==> config.mk <==
export PLATFORM = sky130hd
export DESIGN_NAME = l1_l2_request_scheduler_flat
export DESIGN_NICKNAME = d
export VERILOG_FILES = /design/src/rtl/l1_l2_request_scheduler_if.sv /design/src/rtl/l1_l2_request_scheduler.sv /design/src/flat_wrapper.sv
export SDC_FILE = /design/constraint.sdc
export NUM_CORES = 1
export LEC_CHECK = 0
export CAP_MARGIN = 20
export CELL_PAD_IN_SITES_DETAIL_PLACEMENT = 0
export CELL_PAD_IN_SITES_GLOBAL_PLACEMENT = 2
export CORE_ASPECT_RATIO = 1.25
export CORE_MARGIN = 2
export CORE_UTILIZATION = 23
export CTS_CLUSTER_SIZE = 16
export DETAILED_ROUTE_END_ITERATION = 16
export PLACE_DENSITY_LB_ADDON = 0.1
export SYNTH_ARGS = -nofsm -noshare
export SYNTH_HDL_FRONTEND = slang
export SYNTH_SLANG_ARGS = --single-unit
export TNS_END_PERCENT = 1
==> constraint.sdc <==
create_clock -name clk -period 5.5 [get_ports clk]
set_input_delay 1.1 -clock clk [delete_from_list [all_inputs] [get_ports clk]]
set_output_delay 1.1 -clock clk [all_outputs]
set_load 0.02 [all_outputs]
==> images/cell_classes.png <==
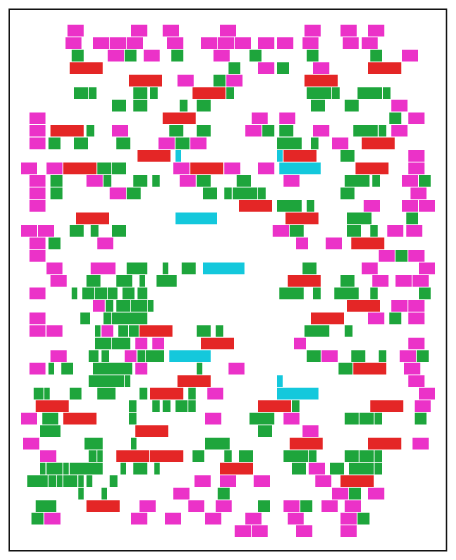
Key: red = flip-flops [cells 37]; magenta = other buffers and delay cells [cells 139]; green = all other logic [cells 182]; cyan = clock drivers and dummy loads [cells 8]
sequential share of cell area: 0.191
core box area: 10100 um2
cell area after layout: 3870 um2
standard-cell row count: 41

==> images/wire_density.png <==
Bar = 20 um. 19 x 23 tiles, from dark blue (low) to red (high), scaled to the fullest tile. Values are wire area over tile area, all layers added.
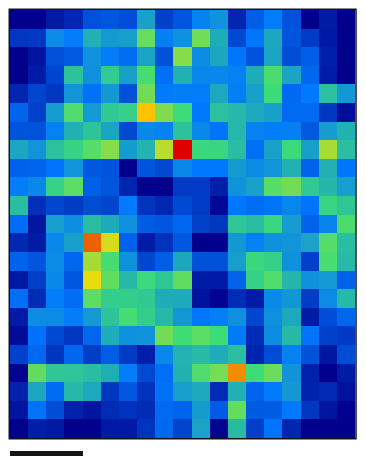
The mean over all tiles is 0.13. 9.4% of the tiles are over half the peak. The fullest tile reaches 0.49. 5.9% of the tiles are nearly empty.
Total Routed Length: 9350 um
mean routed wirelength per cell: 18.9 um
number of vias after detailed routing: 2589

==> images/final_congestion.png <==
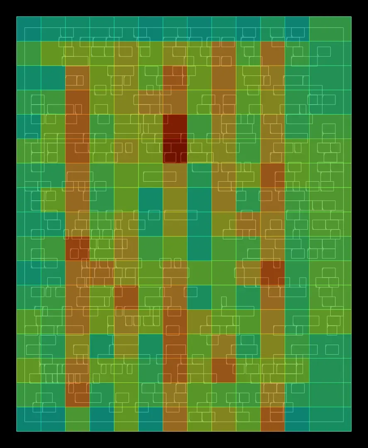
met2 track demand over resource in global routing: 0.300
global route hottest layer: met2
global routing usage on met1: 0.203
GRT Resource Usage Total: 0.167
global routing met3 resource utilization: 0.0308

==> images/metal_stack.png <==
Bar = 20 um.
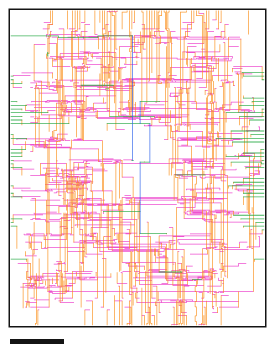
Key: blue = met4 [wire length 95.2 um]; orange = met2 [wire length 4820 um]; magenta = met1 [wire length 3940 um]; green = met3 [wire length 496 um]

==> notes.md <==
The layout was made with Yosys and OpenROAD.

The total area of multi-input combinational cells is 1430 um2. The parity-gate share of the synthesized area counting xor and xnor cells is 0.00741. The clock buffer count from CTS is 5. TritonCTS built the clock tree. The number of remaining DRC errors is 0.

The layout cell share with drive strength beyond 1 is 0.107. For this run, the detailed router's first-pass iteration total came to 4. The category of the most critical setup path is primary input to primary output.

In this run the maximum-capacitance check reported violations numbering 0. By area, the class that comes first in the final layout consists of combinational gates. The number of sequential cells reported for the layout is 37. After detailed routing, the met3 layer carries 496 um of wire.

The netlist uses 44 different library cells. The non-clock inverters instantiated in the layout total 7. As reported, the later end of the worst-skew pair has a clock insertion delay of 0.28 ns. For this design, Yosys synthesis ends with a cell count of 250. The power attributed to the clock group is 0.000277 W. The relative contribution of combinational cells to total power is 0.576. The synthesized design contains 0 enable-type register cells. The area growth from synthesis to final layout is 63.7%. From the final report, the count of setup violators was given as 0. The total cell area at the placement stage is 3720 um2. The synthesis log from Yosys contains 0 warnings.

The cell total after placement is 486. The final antenna diode tally reported by the flow is 0. The number of gates resized after CTS was 0.

The master cell of the clock root buffer is clkbuf_16. The sink count of the clock tree is 37. Summing every instance area after synthesis gives 2360 um2. The share of the clock period used by the worst path after layout is 0.769. The clock skew is 0.00364 ns. The met2 wire length is 4820 um. The power report puts the net switching power at 0.000707 W.

The fraction of area in clock buffers and inverters is 0.0352. The biggest slice of the total power is consumed by combinational logic. The number of standard cells in the final layout excluding fillers is 495. From left edge to right edge, the die measures 94.7 um. In this run, the synthesized area fraction spent on and/or/nand/nor cells is recorded as 0.0847. The worst min-delay path class is flop to flop. The worst vdd rail ir drop is 0.183 mV.

The number of hold-slack violations in the final timing report is 0. Counting stages on the worst path, the most repeated cell is clkdlybuf4s50_1. The register with the most flip-flops in the layout has 26 of them. The count of buffers added on input and output ports is 130. The run finished with clean final reports. The synthesized area per cell is 9.46 um2.
Power figures rest on the tool's default switching activity, not on a simulated workload.
